<file path="src/rtl/fsm_ctrl_pkg.sv">
// rtl/fsm_ctrl_pkg.sv - shared state encodings and helpers for the detector arbiter
package fsm_ctrl_pkg;

    typedef enum logic [1:0] {
        S0 = 2'd0,
        S1 = 2'd1,
        S2 = 2'd2
    } det_state_e;

    typedef enum logic [1:0] {
        ARB_IDLE   = 2'd0,
        ARB_STREAM = 2'd1,
        ARB_REPORT = 2'd2
    } arb_state_e;

    function automatic int id_width(input int n);
        return (n > 1) ? $clog2(n) : 1;
    endfunction

endpackage

</file>
<file path="src/rtl/seq_detector_core.sv">
// rtl/seq_detector_core.sv - 3-state Moore sequence detector with clear and bit enable
module seq_detector_core
    import fsm_ctrl_pkg::*;
(
    input  logic clk,
    input  logic resetn,
    input  logic clear,
    input  logic en,
    input  logic bit_in,
    output logic det_out,
    output logic detect
);

    det_state_e state_q, state_d;

    always_comb begin
        state_d = state_q;
        if (clear) begin
            state_d = S0;
        end else if (en) begin
            case (state_q)
                S0:      state_d = bit_in ? S1 : S0;
                S1:      state_d = bit_in ? S1 : S2;
                S2:      state_d = bit_in ? S0 : S2;
                default: state_d = S0;
            endcase
        end
    end

    always_ff @(posedge clk) begin
        if (!resetn) begin
            state_q <= S0;
        end else begin
            state_q <= state_d;
        end
    end

    assign det_out = (state_q == S2);
    // Detection is the S1->S2 step, flagged in the same cycle the bit is consumed
    assign detect  = en & ~clear & (state_q == S1) & ~bit_in;

endmodule

</file>
<file path="src/rtl/detector_arbiter.sv">
// rtl/detector_arbiter.sv - round-robin share of one sequence detector; optional DETECT_TIMEOUT_EN stall watchdog
module detector_arbiter
    import fsm_ctrl_pkg::*;
#(
    parameter int N_REQ   = 4,
    parameter int CNT_W   = 4,
    parameter int TIMEOUT = 8
) (
    input  logic                       CLK,
    input  logic                       RST,
    input  logic [N_REQ-1:0]           req_valid,
    input  logic [N_REQ-1:0]           req_bit,
    input  logic [N_REQ-1:0]           req_last,
    output logic [N_REQ-1:0]           req_ready,
    output logic [N_REQ-1:0]           grant,
    output logic                       busy,
    output logic                       done_valid,
    output logic [$clog2(N_REQ)-1:0]   done_id,
    output logic [CNT_W-1:0]           done_count,
    output logic                       done_timeout
);

    localparam int ID_W = id_width(N_REQ);

    arb_state_e        state_q, state_d;
    logic [N_REQ-1:0]  grant_q, grant_d;
    logic [ID_W-1:0]   cur_id_q, cur_id_d;
    logic [ID_W-1:0]   rr_ptr_q, rr_ptr_d;
    logic [CNT_W-1:0]  count_q, count_d;
    logic              done_valid_q, done_valid_d;
    logic [ID_W-1:0]   done_id_q, done_id_d;
    logic [CNT_W-1:0]  done_count_q, done_count_d;

    logic              pick_found;
    logic [ID_W-1:0]   pick_id;
    logic [ID_W-1:0]   pick_try;
    int                pick_idx;

    logic              g_valid, g_bit, g_last, consume;
    logic              det_clear, detect, det_out;
    logic              timeout_hit, finish;
    logic              unused_det;

`ifdef DETECT_TIMEOUT_EN
    localparam int STALL_W = $clog2(TIMEOUT + 1);
    logic [STALL_W-1:0] stall_q, stall_d;
    logic               done_timeout_q, done_timeout_d;
`else
    localparam int unused_timeout = TIMEOUT;
`endif

    // Round-robin search starts just after the last reported owner
    always_comb begin
        pick_found = 1'b0;
        pick_id    = '0;
        pick_try   = '0;
        pick_idx   = 0;
        for (int k = 1; k <= N_REQ; k++) begin
            pick_idx = (int'(rr_ptr_q) + k) % N_REQ;
            pick_try = pick_idx[ID_W-1:0];
            if (!pick_found && req_valid[pick_try]) begin
                pick_found = 1'b1;
                pick_id    = pick_try;
            end
        end
    end

    assign g_valid   = |(req_valid & grant_q);
    assign g_bit     = |(req_bit & grant_q);
    assign g_last    = |(req_last & grant_q);
    assign consume   = (state_q == ARB_STREAM) & g_valid;
    assign det_clear = (state_q == ARB_IDLE);

    seq_detector_core u_det (
        .clk     (CLK),
        .resetn  (RST),
        .clear   (det_clear),
        .en      (consume),
        .bit_in  (g_bit),
        .det_out (det_out),
        .detect  (detect)
    );

    assign unused_det = det_out;

    always_comb begin
        state_d      = state_q;
        grant_d      = grant_q;
        cur_id_d     = cur_id_q;
        rr_ptr_d     = rr_ptr_q;
        count_d      = count_q;
        done_valid_d = 1'b0;
        done_id_d    = done_id_q;
        done_count_d = done_count_q;
        timeout_hit  = 1'b0;
        finish       = 1'b0;
`ifdef DETECT_TIMEOUT_EN
        stall_d        = stall_q;
        done_timeout_d = done_timeout_q;
`endif
        case (state_q)
            ARB_IDLE: begin
                count_d = '0;
`ifdef DETECT_TIMEOUT_EN
                stall_d = '0;
`endif
                if (pick_found) begin
                    grant_d  = {{(N_REQ-1){1'b0}}, 1'b1} << pick_id;
                    cur_id_d = pick_id;
                    state_d  = ARB_STREAM;
                end
            end
            ARB_STREAM: begin
                if (detect && (count_q != {CNT_W{1'b1}})) begin
                    count_d = count_q + CNT_W'(1);
                end
`ifdef DETECT_TIMEOUT_EN
                if (consume) begin
                    stall_d = '0;
                end else begin
                    stall_d = stall_q + STALL_W'(1);
                    if (stall_d == STALL_W'(TIMEOUT)) begin
                        timeout_hit = 1'b1;
                    end
                end
`endif
                finish = (consume & g_last) | timeout_hit;
                if (finish) begin
                    state_d      = ARB_REPORT;
                    grant_d      = '0;
                    rr_ptr_d     = cur_id_q;
                    done_valid_d = 1'b1;
                    done_id_d    = cur_id_q;
                    done_count_d = count_d;
`ifdef DETECT_TIMEOUT_EN
                    done_timeout_d = timeout_hit;
`endif
                end
            end
            ARB_REPORT: begin
                state_d = ARB_IDLE;
            end
            default: begin
                state_d = ARB_IDLE;
                grant_d = '0;
            end
        endcase
    end

    always_ff @(posedge CLK) begin
        if (!RST) begin
            state_q      <= ARB_IDLE;
            grant_q      <= '0;
            cur_id_q     <= '0;
            rr_ptr_q     <= ID_W'(N_REQ - 1);
            count_q      <= '0;
            done_valid_q <= 1'b0;
            done_id_q    <= '0;
            done_count_q <= '0;
`ifdef DETECT_TIMEOUT_EN
            stall_q        <= '0;
            done_timeout_q <= 1'b0;
`endif
        end else begin
            state_q      <= state_d;
            grant_q      <= grant_d;
            cur_id_q     <= cur_id_d;
            rr_ptr_q     <= rr_ptr_d;
            count_q      <= count_d;
            done_valid_q <= done_valid_d;
            done_id_q    <= done_id_d;
            done_count_q <= done_count_d;
`ifdef DETECT_TIMEOUT_EN
            stall_q        <= stall_d;
            done_timeout_q <= done_timeout_d;
`endif
        end
    end

    assign grant      = grant_q;
    assign req_ready  = grant_q;
    assign busy       = (state_q != ARB_IDLE);
    assign done_valid = done_valid_q;
    assign done_id    = done_id_q;
    assign done_count = done_count_q;
`ifdef DETECT_TIMEOUT_EN
    assign done_timeout = done_timeout_q;
`else
    assign done_timeout = 1'b0;
`endif

endmodule

</file>
<file path="config.mk">
export PLATFORM = sky130hd
export DESIGN_NAME = detector_arbiter
export DESIGN_NICKNAME = d
export VERILOG_FILES = /design/src/rtl/fsm_ctrl_pkg.sv /design/src/rtl/seq_detector_core.sv /design/src/rtl/detector_arbiter.sv
export SDC_FILE = /design/constraint.sdc
export NUM_CORES = 1
export LEC_CHECK = 0
export CORE_AREA = 2 2 64 66
export DETAILED_ROUTE_END_ITERATION = 12
export DIE_AREA = 0 0 66 68
export PLACE_DENSITY = 0.62
export SLEW_MARGIN = 20
export SYNTH_ARGS = -nofsm -noshare
export SYNTH_HDL_FRONTEND = slang
export SYNTH_SLANG_ARGS = --single-unit
</file>
<file path="constraint.sdc">
create_clock -name CLK -period 1.64 [get_ports CLK]
set_input_delay 0.164 -clock CLK [delete_from_list [all_inputs] [get_ports CLK]]
set_output_delay 0.164 -clock CLK [all_outputs]
set_load 0.02 [all_outputs]
</file>
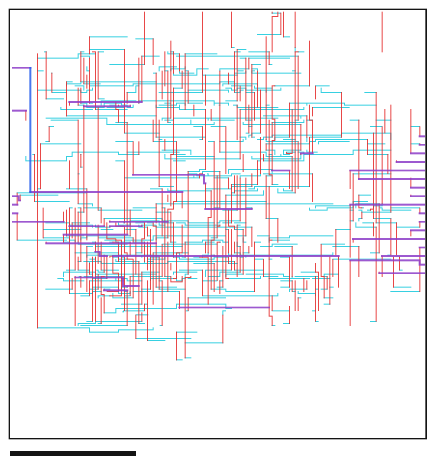
Fig. 1. Routed metal, one colour a layer (run 1).
The bar under the picture is 20 um long.
M2 -> red  # wire length 1600 um
M4 -> blue  # wire length 19.7 um
M1 -> cyan  # wire length 1620 um
M3 -> purple  # wire length 287 um
final WL: 3.52 mm
per-cell routed wire length: 14.4 um
gr usage total: 0.169
via count: 1314

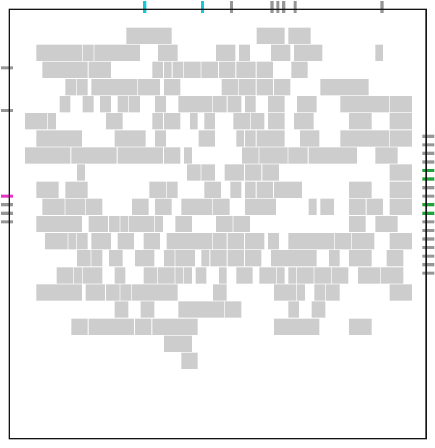
Fig. 2. I/O pins on the die edge (run 1).
Pins as bars across the die edge, other pins in grey.
done_id -> cyan  # pins 2, direction output, edge top
done_valid -> magenta  # pins 1, direction output, edge left
req_last -> green  # pins 4, direction input, edge right
Die X-Extent: 66 um
port buffer count: 29

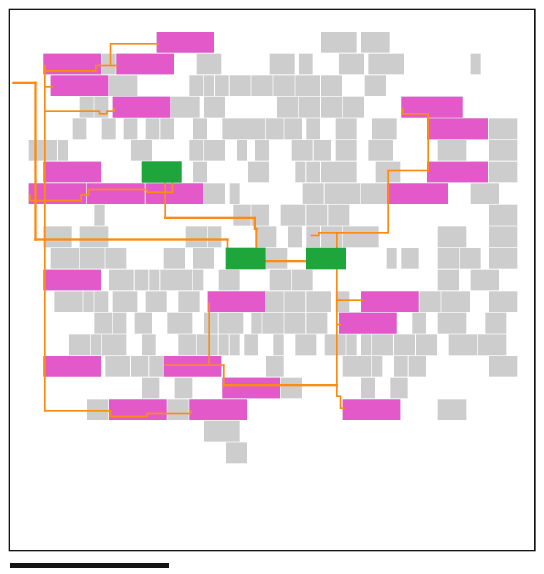
Fig. 3. Clock wires, drivers and flops (run 1).
The bar under the picture is 20 um long.
flip-flops -> magenta  # count 23
clock wires -> orange  # length 290 um
clock-net drivers -> green  # count 3
routed clock nets = 4

==> out/summary.txt, run 1 <==
# setup viols final - 0
WHS Path Cells - 2
Final instance count without filler cells - 245
Req. time, crit path - 1.81 ns
H-tree Lvls - 1
Post-CTS Setup Bufs - 0
Yosys cell count - 140
Top sig layer - met4
Status - finished clean
Final core utilization - 0.466
Layout Skew - 0.00273 ns
Clock Root Buffer - clkbuf_8
DR DRC count - 0
Combinational group power - 280 uW
PwrDens - 680 mW/mm^2
PnR worst setup slack - 0.0714 ns
Internal power - 890 uW
Row cnt - 23
Met3 WL post-DR - 286 um
Unrepaired setup endpoints after global routing - false
Total grt overflow - 0
CP Cell Sequence - clkdlybuf4s50_1 > a22oi_2 > a21o_1 > or4_1 > a311oi_1
Num CTS Buffers - 3
Clock Power - 349 uW
Avg Cell Area, Syn - 8.54 um^2
Combinational Power Share - 0.229
Worst Hold Class - reg2reg
Worst-Skew Late Latency - 0.26 ns
Syn. warnings - 0
Wire length on met2 - 1.60 mm
Top cells by count - dfxtp_1 (23), a21oi_1 (10), nand3_1 (9), nand2_1 (8), o21ai_0 (7)
Number of max-cap violations - 0
Worst setup path end - done_count[0]$_SDFFE_PN0P_
Num Clock Sinks - 23
Hold_buf cts - 0
Dominant flop cell - dfxtp_1
Worst EP arrival - 1.74 ns
Iter 0 DRT Violations - 78
Max stage delay on crit path - 0.55 ns
Via density - 5.36
Slew Viols, Final - 0
Dpl ws - -0.330 ns
Initial antenna violation count - 0
Design area - 0.00180 mm^2
P_leak - 0.000695 uW
Post-layout min period - 1.57 ns
Count leader, synth - dfxtp_1
Seq share, synth - 0.385
Final ANT Viol Nets - 0
Log Warnings - 26
Chip Area, Yosys - 0.00120 mm^2
DP Area - 0.00174 mm^2
Switching share of total power - 0.272
F_max - 638 MHz
FF-to-FF setup slack - 0.09 ns
VDD IR-drop max - 0.490 mV
First-pass GRT wire length - 5.87 mm
Drt first pass iters - 4
Crit Path Max Fanout - 3
Initial core utilization - 0.310
Total sequential power - 594 uW
Net switching power figure - 332 uW
Tcrit/Tclk final - 0.956
Critical path class - in2reg
Core area - 0.00386 mm^2
CP startpoint kind - input port
Syn Nets - 155
Yosys reg bits - 23
Flip-flops with a built-in enable - 0
Sequential share of power - 0.486
Placed Cells - 241
Layout cells sized above 1 - 0.241
Clock Tree Buf Depth - 2
Hold Path Origin - u_det.state_q[0]$_SDFFE_PP0P_
Largest net degree at the start of global routing - 14
Hold EP - u_det.state_q[0]$_SDFFE_PP0P_
Fin. Hold Viols - 0
Final hold slack - 0.465 ns
Layout area overhead - 50.2%
Endpoint type of the worst setup path - flop
Ant diodes - 0
Reg-to-Reg Start - state_q[1]$_SDFFE_PN0P_
Synth async-reset ratio - 0
Mapped cell area - 0.00120 mm^2
Worst-path clk slew - 0.08 ns
IO Pins - 31
Worst Setup SP - req_valid[0]
Filler cell count - 378
Cell variety after synth - 46
Final GP Congestion - 0.803
Area leader, netlist - dfxtp_1
Total Neg Setup Slack - 0 ns
Clk pwr share - 0.285
Reg2reg end - done_count[0]$_SDFFE_PN0P_
Syn Inst Count - 140
Power Total - 1220 uW
Highest-power group - sequential cells
Worst r2r path cells - 4
Nets - 211
CTS tree - done
CTS resizes - 4
Area leader share - 0.385
Total die area - 0.00449 mm^2
Met1 Wirelength - 1.62 mm
Number of global-route vias before repair - 1284
Critical-path top delay cell - clkdlybuf4s50_1
Dpl hpwl - 2.80 mm
Top cells, area - dfxtp_1 (38%), a21oi_1 (4.2%), nand3_1 (3.8%)
-- run 1: critical path: cells and delay by family --
kind            cells  cell delay [ns]
simple gates        1             0.49
buf+inv             1             0.55
compound gates      3             0.55
-- run 1: cell type report --
type                       instances  area [um^2]  share of cell area
timing repair buffer              61          533               0.297
clock buffer                       3         41.3              0.0230
multi-input combinational        103          674               0.375
clock inverter                     1         5.00             0.00279
sequential                        23          465               0.259
inverter                           4         15.0             0.00836
tap                               50         62.6              0.0348
-- run 1: per-layer routing --
metal,vias to the layer above,track usage
met5,-,0
met4,0,0.0434
met3,2,0.0395
met2,59,0.280
met1,607,0.223
li1,646,-
-- run 1: cell usage in the layout (no fill, tap or decap), types with 3 or more instances in the layout --
master and count:
nand3_1 9, o21ai_0 7, a22o_1 4, clkdlybuf4s50_1 25, nand2b_1 3, nand2_1 8, a22oi_1 4, and3_1 3
nor3_1 4, a211oi_1 3, dfxtp_2 4, inv_1 3, dfxtp_1 19, a31oi_1 3, buf_4 32, clkbuf_8 3
nor2_1 6, a21oi_1 10
-- run 1: cell families after synthesis --
kind of cell / count (synthesis) / synth area share
buffers and inverters: 14 / 0.0617
and+or+nand+nor: 47 / 0.210
AOI/OAI and AO/OA: 54 / 0.329
DFF: 23 / 0.385
adders and majority gates: 1 / 0.0105
other: 1 / 0.00314
-- run 1: registers in the layout (all words and copies together), names as in the netlist --
| signal | cells |
|---|---|
| cur_id_q | 2 |
| state_q | 2 |
| rr_ptr_q | 2 |
| u_det.state_q | 2 |
| done_valid | 1 |
| done_count | 4 |
| grant | 4 |
| count_q | 4 |
| done_id | 2 |
==> run 2: changes to the inputs <==
--- a/config.mk
+++ b/config.mk
@@ -5,10 +5,10 @@
 export SDC_FILE = /design/constraint.sdc
 export NUM_CORES = 1
 export LEC_CHECK = 0
-export CORE_AREA = 2 2 64 66
+export CORE_AREA = 2 2 63 65
 export DETAILED_ROUTE_END_ITERATION = 12
-export DIE_AREA = 0 0 66 68
-export PLACE_DENSITY = 0.62
+export DIE_AREA = 0 0 65 67
+export PLACE_DENSITY = 0.63
 export SLEW_MARGIN = 20
 export SYNTH_ARGS = -nofsm -noshare
 export SYNTH_HDL_FRONTEND = slang
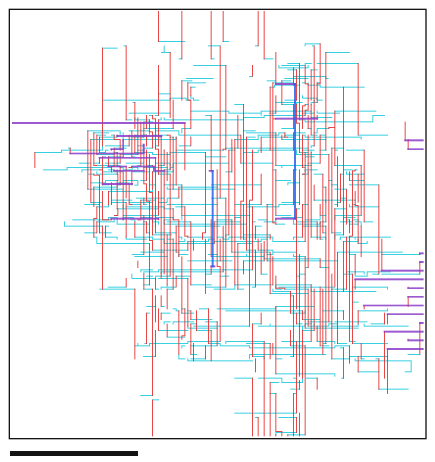
Fig. 4. Routed metal, one colour a layer (run 2).
The bar under the picture is 20 um long.
M2 -> red  # wire length 1760 um
M3 -> purple  # wire length 153 um
M1 -> cyan  # wire length 1470 um
M4 -> blue  # wire length 36.0 um
gr usage total: 0.159
via count: 1305
per-cell routed wire length: 14.1 um
final WL: 3.42 mm

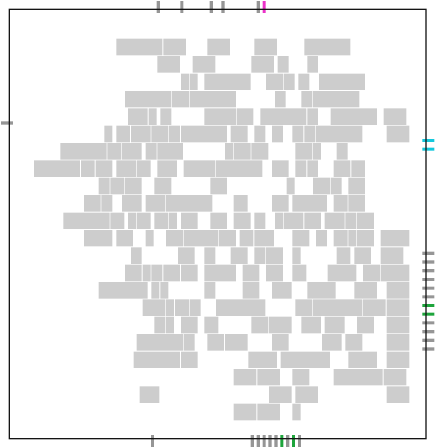
Fig. 5. I/O pins on the die edge (run 2).
Pins as bars across the die edge, other pins in grey.
done_id -> cyan  # pins 2, direction output, edge right
done_valid -> magenta  # pins 1, direction output, edge top
req_last -> green  # pins 4, direction input, edge 2 bottom, 2 right
all pins by edge = 14 right, 10 bottom, 6 top, 1 left
Die X-Extent: 65 um
Die Ht: 67 um

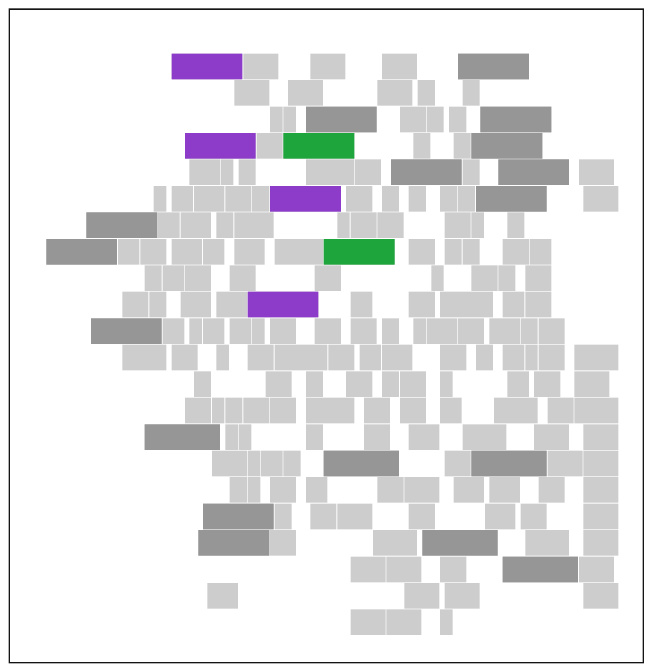
Fig. 6. Where the registers sit (run 2).
state_q -> green  # sequential cells 2
done_count -> purple  # sequential cells 4

==> run 2 against run 1 <==
Against the previous run:
- clock power hardly changed
- global-route usage is 0.95 points lower
- sequential power is 0.8% lower
- via count is 0.68% lower
- clock skew is 0.00056 ns higher
- first-iteration DRC count is 5.1% lower
- combinational power is 6% higher
- worst setup slack worse by 0.019 ns
- count of clock-buffer cells in the layout stayed put
- worst hold slack worse by 0.0054 ns
- critical path type is now reg2reg
- highest routed layer unchanged
==> out/summary.txt, run 2 <==
Status - finished clean
Internal power - 896 uW (+0.67%)
Clock Root Buffer - clkbuf_8
Port buffer count - 29 (unchanged)
Syn Nets - 155 (unchanged)
H-tree Lvls - 1 (unchanged)
Hold EP - u_det.state_q[0]$_SDFFE_PP0P_
Req. time, crit path - 1.77 ns (-0.04 ns)
Combinational group power - 296 uW (+6%)
WHS Path Cells - 2 (unchanged)
Dpl hpwl - 2.66 mm (-4.9%)
Total die area - 0.00436 mm^2 (-3.0%)
Filler cell count - 337 (-11%)
Final ANT Viol Nets - 0 (unchanged)
Worst-path clk slew - 0.08 ns (about the same)
Worst Hold Class - reg2reg
Iter 0 DRT Violations - 74 (-5.1%)
Nets - 210 (-0.47%)
Top cells excl fill/tap - buf_4 (31), clkdlybuf4s50_1 (26), dfxtp_1 (18), a21oi_1 (10), nand3_1 (9)
Core area - 0.00361 mm^2 (-6.5%)
Yosys reg bits - 23 (unchanged)
Combinational Power Share - 0.239 (+0.010)
Area leader, netlist - dfxtp_1
DR DRC count - 0 (unchanged)
Top cells, area - dfxtp_1 (38%), a21oi_1 (4.2%), nand3_1 (3.8%)
Slew Viols, Final - 0 (unchanged)
Count leader, synth - dfxtp_1
CP Cell Sequence - buf_4 > a22oi_2 > a21o_1 > buf_4 > o41ai_1 > a311oi_1
FF-to-FF setup slack - 0.05 ns (-0.04 ns)
# setup viols final - 0 (unchanged)
Fin. Hold Viols - 0 (unchanged)
Final GP Congestion - 0.843 (+5.0%)
Placed Cells - 238 (-1.2%)
Total Neg Setup Slack - 0 ns (unchanged)
Final instance count without filler cells - 242 (-1.2%)
Syn Inst Count - 140 (unchanged)
Initial core utilization - 0.332 (+0.0215)
PwrDens - 687 mW/mm^2 (+1.0%)
Total grt overflow - 0 (unchanged)
Area leader share - 0.385 (unchanged)
CP most frequent cell - buf_4
Tcrit/Tclk final - 0.968 (+0.0115)
Final hold slack - 0.459 ns (-0.00544 ns)
DP Area - 0.00173 mm^2 (-0.58%)
Syn. warnings - 0 (unchanged)
Worst-Skew Late Latency - 0.26 ns (about the same)
Flip-flops with a built-in enable - 0 (unchanged)
Switching share of total power - 0.275 (+0.00337)
Num Clock Sinks - 23 (unchanged)
Most instantiated logic cell after routing - buf_4
Mapped cell area - 0.00120 mm^2 (unchanged)
Design area - 0.00180 mm^2 (+0.14%)
Number of max-cap violations - 0 (unchanged)
Initial antenna violation count - 0 (unchanged)
Reg2reg end - count_q[3]$_SDFFE_PN0P_
Drt first pass iters - 4 (unchanged)
Critical path class - reg2reg
Crit Path Max Fanout - 10 (+7)
Crit path max-delay family - AND-OR/OR-AND gates
CTS tree - done
Critical-path top delay cell - o41ai_1
Power Total - 1240 uW (+1.1%)
Yosys cell count - 140 (unchanged)
Number of global-route vias before repair - 1234 (-3.9%)
Avg Cell Area, Syn - 8.54 um^2 (unchanged)
Post-layout min period - 1.59 ns (+0.0189 ns)
Top cells by count - dfxtp_1 (23), a21oi_1 (10), nand3_1 (9), nand2_1 (8), o21ai_0 (7)
Hold Path Origin - u_det.state_q[0]$_SDFFE_PP0P_
CP bufs+invs - 2 (+1)
Ant diodes - 0 (unchanged)
Layout Skew - 0.00329 ns (+0.000563 ns)
F_max - 630 MHz (-1.2%)
Final core utilization - 0.499 (+0.0330)
Via density - 5.39 (+0.55%)
Post-CTS Setup Bufs - 0 (unchanged)
Unrepaired setup endpoints after global routing - true
Num CTS Buffers - 3 (unchanged)
Row cnt - 22 (-4.3%)
First-pass GRT wire length - 5.42 mm (-7.6%)
Endpoint type of the worst setup path - flop
Cell variety after synth - 46 (unchanged)
Log Warnings - 27 (+3.8%)
Synth async-reset ratio - 0 (unchanged)
Clk pwr share - 0.284 (about the same)
Worst EP arrival - 1.72 ns (-0.02 ns)
Highest-power group - sequential cells
Net switching power figure - 340 uW (+2.4%)
Worst r2r path cells - 6 (+2)
PnR worst setup slack - 0.0526 ns (-0.0189 ns)
Total sequential power - 589 uW (-0.8%)
Hold_buf cts - 0 (unchanged)
Layout cells sized above 1 - 0.253 (+0.0116)
Dpl ws - -0.290 ns (+0.0398 ns)
Max stage delay on crit path - 0.40 ns (-0.15 ns)
VDD IR-drop max - 0.310 mV (-37%)
CP startpoint kind - flop
Dominant flop cell - dfxtp_1
Clock Power - 351 uW (about the same)
Largest net degree at the start of global routing - 14 (unchanged)
Seq share, synth - 0.385 (unchanged)
IO Pins - 31 (unchanged)
Chip Area, Yosys - 0.00120 mm^2 (unchanged)
Layout area overhead - 50.4%
Reg-to-Reg Start - grant[0]$_SDFFE_PN0P_
Sequential share of power - 0.477 (-0.009)
Clock Tree Buf Depth - 2 (unchanged)
P_leak - 0.000690 uW (-0.76%)
-- run 2: cell count changes in the layout (fill, tap and decap cells not counted), sizes merged --
cell,delta
buf,-1
dlygate4sd2,-1
clkdlybuf4s50,+1
-- run 2: how the worst max path moves through the flow --
stage	slack, ns	cells past startpoint	startpoint	endpoint
after floorplan	0.05	5	state_q[0]$_SDFFE_PN0P_	grant[0]$_SDFFE_PN0P_
after global placement	-0.29	6	req_valid[1]	grant[0]$_SDFFE_PN0P_
after detailed placement	-0.29	6	req_valid[1]	grant[1]$_SDFFE_PN0P_
after CTS	0.006	5	req_valid[1]	done_count[0]$_SDFFE_PN0P_
after global routing	-0.03	5	grant[1]$_SDFFE_PN0P_	count_q[0]$_SDFFE_PN0P_
final	0.05	6	grant[0]$_SDFFE_PN0P_	count_q[3]$_SDFFE_PN0P_
-- run 2: per-layer routing --
layer	vias up	track usage	routed length [um]
met5	-	0	0
met2	40	0.303	1750
met3	4	0.0169	152
li1	646	-	-
met4	0	0.0532	36
met1	615	0.185	1470
-- run 2: kinds of logic (layout without fill, tap and decap cells) --
logic type	after synthesis	after routing	synth area share
and+or+nand+nor	47	47	0.210
DFF	23	23	0.385
other	1	1	0.00314
adders and majority gates	1	1	0.0105
buffers and inverters	14	68	0.0617
AOI/OAI and AO/OA	54	54	0.329
-- run 2: cell type report --
cell class	count	area, um^2	area share
Multi-Input combinational cell	103	684	0.380
Sequential cell	23	467	0.259
Clock buffer	3	41.3	0.0229
Timing Repair Buffer	60	527	0.293
Tap cell	48	60.1	0.0334
Clock inverter	1	5.00	0.00278
Inverter	4	15.0	0.00834
-- run 2: what timing repair did --
| action | in CTS | in global routing |
|---|---|---|
| pin swaps | 0 | 2 |
| endpoints found under the setup margin | 3 | 9 |
| gates resized | 2 | 7 |
==> run 3: changes to the inputs <==
--- a/config.mk
+++ b/config.mk
@@ -5,10 +5,10 @@
 export SDC_FILE = /design/constraint.sdc
 export NUM_CORES = 1
 export LEC_CHECK = 0
-export CORE_AREA = 2 2 63 65
+export CORE_AREA = 2 2 56 58
 export DETAILED_ROUTE_END_ITERATION = 12
-export DIE_AREA = 0 0 65 67
-export PLACE_DENSITY = 0.63
+export DIE_AREA = 0 0 58 60
+export PLACE_DENSITY = 0.77
 export SLEW_MARGIN = 20
 export SYNTH_ARGS = -nofsm -noshare
 export SYNTH_HDL_FRONTEND = slang
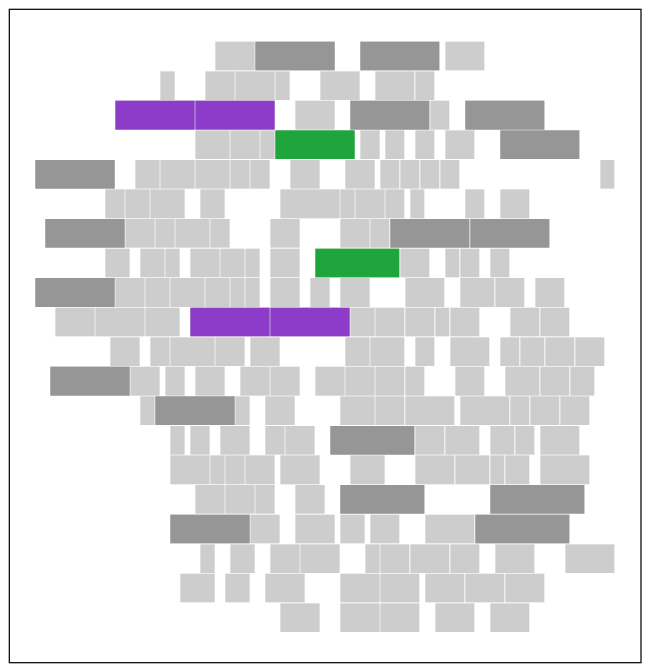
Fig. 7. Where the registers sit (run 3).
done_count -> purple  # sequential cells 4
state_q -> green  # sequential cells 2
not coloured = 17
Flop area: 472 um^2
total sequential power: 589 uW
Seq area share: 0.269
final core utilization: 0.605

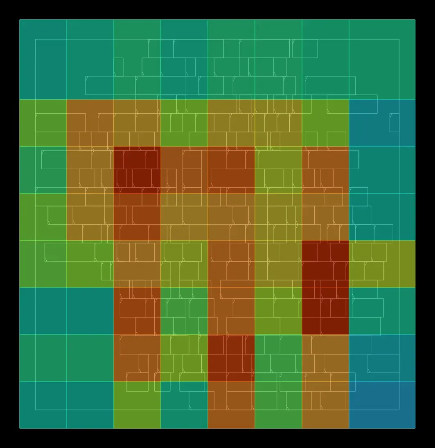
Fig. 8. Routing congestion map (run 3).
busiest layer in global routing: met2
per-cell routed wire length: 15.0 um
gr usage total: 0.208
GRT met1 Usage: 0.261
M2 GR Usage: 0.370

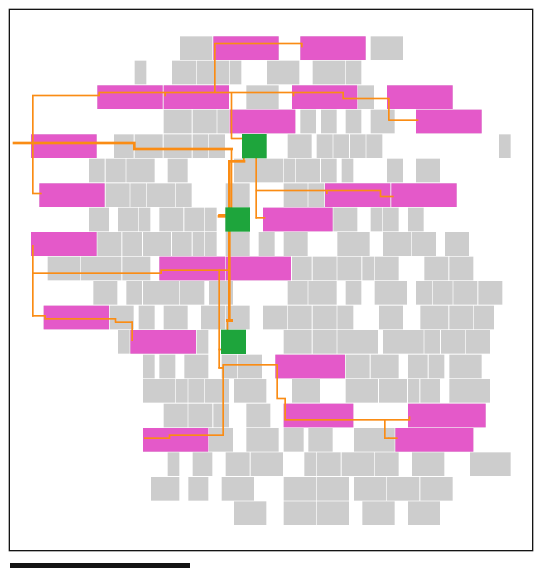
Fig. 9. Clock wires, drivers and flops (run 3).
The bar under the picture is 20 um long.
clock-net drivers -> green  # count 3
flip-flops -> magenta  # count 23
clock wires -> orange  # length 271 um
routed clock nets = 4
Worst-Skew Late Latency: 0.31 ns
Layout Skew: 0.000996 ns
Clk pwr share: 0.233
Clock Power: 266 uW

==> run 3 against run 2 <==
Against the previous run:
- worst hold slack better by 0.026 ns
- register-to-register slack worse by 0.04 ns
- combinational power is 3% lower
- highest routed layer unchanged
- fmax down 2.7%
- cell count decreased by 6.2%
- die size fell by 20%
- clock power down 24%
- synthesized cell count stayed put
- clock skew down 0.0023 ns
- sequential power about the same
- sequential share of layout area is 0.91 points higher
==> out/summary.txt, run 3 <==
Status - finished clean
Total grt overflow - 0 (unchanged)
Number of global-route vias before repair - 1267 (+2.7%)
Endpoint type of the worst setup path - flop
Worst r2r path cells - 6 (unchanged)
CTS tree - done
Seq share, synth - 0.385 (unchanged)
Crit Path Max Fanout - 8 (-2)
Syn Nets - 155 (unchanged)
Clock Tree Buf Depth - 2 (unchanged)
Dominant flop cell - dfxtp_1
Count leader, synth - dfxtp_1
# setup viols final - 0 (unchanged)
Slew Viols, Final - 0 (unchanged)
F_max - 613 MHz (-2.7%)
Switching share of total power - 0.286 (+0.0112)
FF-to-FF setup slack - 0.009 ns (-0.04 ns)
Top cells by count - dfxtp_1 (23), a21oi_1 (10), nand3_1 (9), nand2_1 (8), o21ai_0 (7)
PnR worst setup slack - 0.00896 ns (-0.0436 ns)
DR DRC count - 0 (unchanged)
Final WL - 3.40 mm (-0.47%)
Reg-to-Reg Start - grant[2]$_SDFFE_PN0P_
Final GP Congestion - 0.994 (+18%)
Die Ht - 60 um (-10%)
Filler cell count - 255 (-24%)
Log Warnings - 26 (-3.7%)
P_leak - 0.000681 uW (-1.2%)
Port buffer count - 29 (unchanged)
Layout cells sized above 1 - 0.242 (-0.0103)
Cell variety after synth - 46 (unchanged)
Initial core utilization - 0.412 (+0.0804)
Worst-path clk slew - 0.13 ns (+0.05 ns)
CP startpoint kind - flop
Final instance count without filler cells - 227 (-6.2%)
Num CTS Buffers - 3 (unchanged)
Top cells, area - dfxtp_1 (38%), a21oi_1 (4.2%), nand3_1 (3.8%)
VDD IR-drop max - 0.360 mV (+16%)
Req. time, crit path - 1.83 ns (+0.06 ns)
Total die area - 0.00348 mm^2 (-20%)
Critical path class - reg2reg
Power Total - 1140 uW (-7.6%)
Ant diodes - 0 (unchanged)
Worst EP arrival - 1.82 ns (+0.10 ns)
Avg Cell Area, Syn - 8.54 um^2 (unchanged)
PwrDens - 650 mW/mm^2 (-5.4%)
WHS Path Cells - 2 (unchanged)
Area leader, netlist - dfxtp_1
DP Area - 0.00171 mm^2 (-1.1%)
Combinational Power Share - 0.252 (+0.013)
Die X-Extent - 58 um (-11%)
Drt first pass iters - 4 (unchanged)
Layout area overhead - 46.9%
First-pass GRT wire length - 5.65 mm (+4.2%)
Hold Path Origin - u_det.state_q[0]$_SDFFE_PP0P_
Clock Root Buffer - clkbuf_4
Via density - 5.95 (+10%)
Via count - 1351 (+3.5%)
Num Clock Sinks - 23 (unchanged)
Final ANT Viol Nets - 0 (unchanged)
Initial antenna violation count - 0 (unchanged)
Synth async-reset ratio - 0 (unchanged)
Number of max-cap violations - 0 (unchanged)
Internal power - 815 uW (-9.1%)
Design area - 0.00176 mm^2 (-2.4%)
Reg2reg end - done_count[0]$_SDFFE_PN0P_
Total Neg Setup Slack - 0 ns (unchanged)
Yosys cell count - 140 (unchanged)
Row cnt - 20 (-9.1%)
Comb area - 674 um^2 (-1.5%)
Dpl ws - -0.302 ns (-0.0123 ns)
Sequential share of power - 0.516 (+0.039)
Post-layout min period - 1.63 ns (+0.0436 ns)
Final hold slack - 0.485 ns (+0.0256 ns)
Combinational group power - 288 uW (-3%)
Fin. Hold Viols - 0 (unchanged)
Tcrit/Tclk final - 0.995 (+0.0266)
Dpl hpwl - 2.64 mm (-0.67%)
Highest-power group - sequential cells
Iter 0 DRT Violations - 100 (+35%)
Core area - 0.00290 mm^2 (-20%)
H-tree Lvls - 1 (unchanged)
Flip-flops with a built-in enable - 0 (unchanged)
Top cells excl fill/tap - buf_4 (31), clkdlybuf4s50_1 (26), dfxtp_1 (18), a21oi_1 (10), nand3_1 (9)
Nets - 210 (unchanged)
Placed Cells - 223 (-6.3%)
Post-CTS Setup Bufs - 0 (unchanged)
Syn Inst Count - 140 (unchanged)
Syn. warnings - 0 (unchanged)
Worst Hold Class - reg2reg
Yosys reg bits - 23 (unchanged)
Area leader share - 0.385 (unchanged)
IO Pins - 31 (unchanged)
Largest net degree at the start of global routing - 14 (unchanged)
Most instantiated logic cell after routing - buf_4
Chip Area, Yosys - 0.00120 mm^2 (unchanged)
Net switching power figure - 327 uW (-3.9%)
Hold EP - u_det.state_q[0]$_SDFFE_PP0P_
Mapped cell area - 0.00120 mm^2 (unchanged)
run 3: worst max-delay path, stage by stage (launching register included):
cell and delay (ns):
dfxtp_4 0.40, a22oi_2 0.10, a21o_1 0.22, buf_4 0.17, buf_4 0.15, o31ai_1 0.31, a311oi_2 0.15
run 3: worst max path at each step:
stage,start,to,cells after the start
5_1_grt,grant[2]$_SDFFE_PN0P_,done_count[0]$_SDFFE_PN0P_,6
6_report,grant[2]$_SDFFE_PN0P_,done_count[0]$_SDFFE_PN0P_,6
3_5_place_dp,req_valid[2],done_count[0]$_SDFFE_PN0P_,5
3_3_place_gp,req_valid[1],grant[0]$_SDFFE_PN0P_,6
4_1_cts,req_valid[2],done_count[0]$_SDFFE_PN0P_,5
2_1_floorplan,state_q[0]$_SDFFE_PN0P_,grant[0]$_SDFFE_PN0P_,5
run 3: cells by family (layout without fill, tap and decap cells):
group | after synthesis | count (layout) | synth area share
compound gates | 54 | 54 | 0.329
flops | 23 | 23 | 0.385
other cells | 1 | 1 | 0.00314
simple gates | 47 | 47 | 0.210
buf+inv | 14 | 68 | 0.0617
fa+ha+maj | 1 | 1 | 0.0105
run 3: layer usage:
layer | part of all wire | vias to the layer above | GRT usage
li1 | - | 647 | -
met1 | 0.43 | 656 | 0.261
met2 | 0.52 | 43 | 0.370
met3 | 0.043 | 5 | 0.0238
met4 | 0.0091 | 0 | 0.0664
met5 | 0 | - | 0
run 3: area by class of cell:
class,instances,share of cell area
multi-input combinational,103,0.384
clock inverter,1,0.00285
tap,33,0.0235
inverter,4,0.00855
sequential,23,0.269
timing repair buffer,60,0.300
clock buffer,3,0.0128
run 3: what timing repair did:
item | in CTS | in global routing
hold endpoints to repair | 0 | 0
resized | 1 | 8
endpoints found under the setup margin | 1 | 7
hold buffers | 0 | 0
Power is estimated from default activity; no workload was simulated.
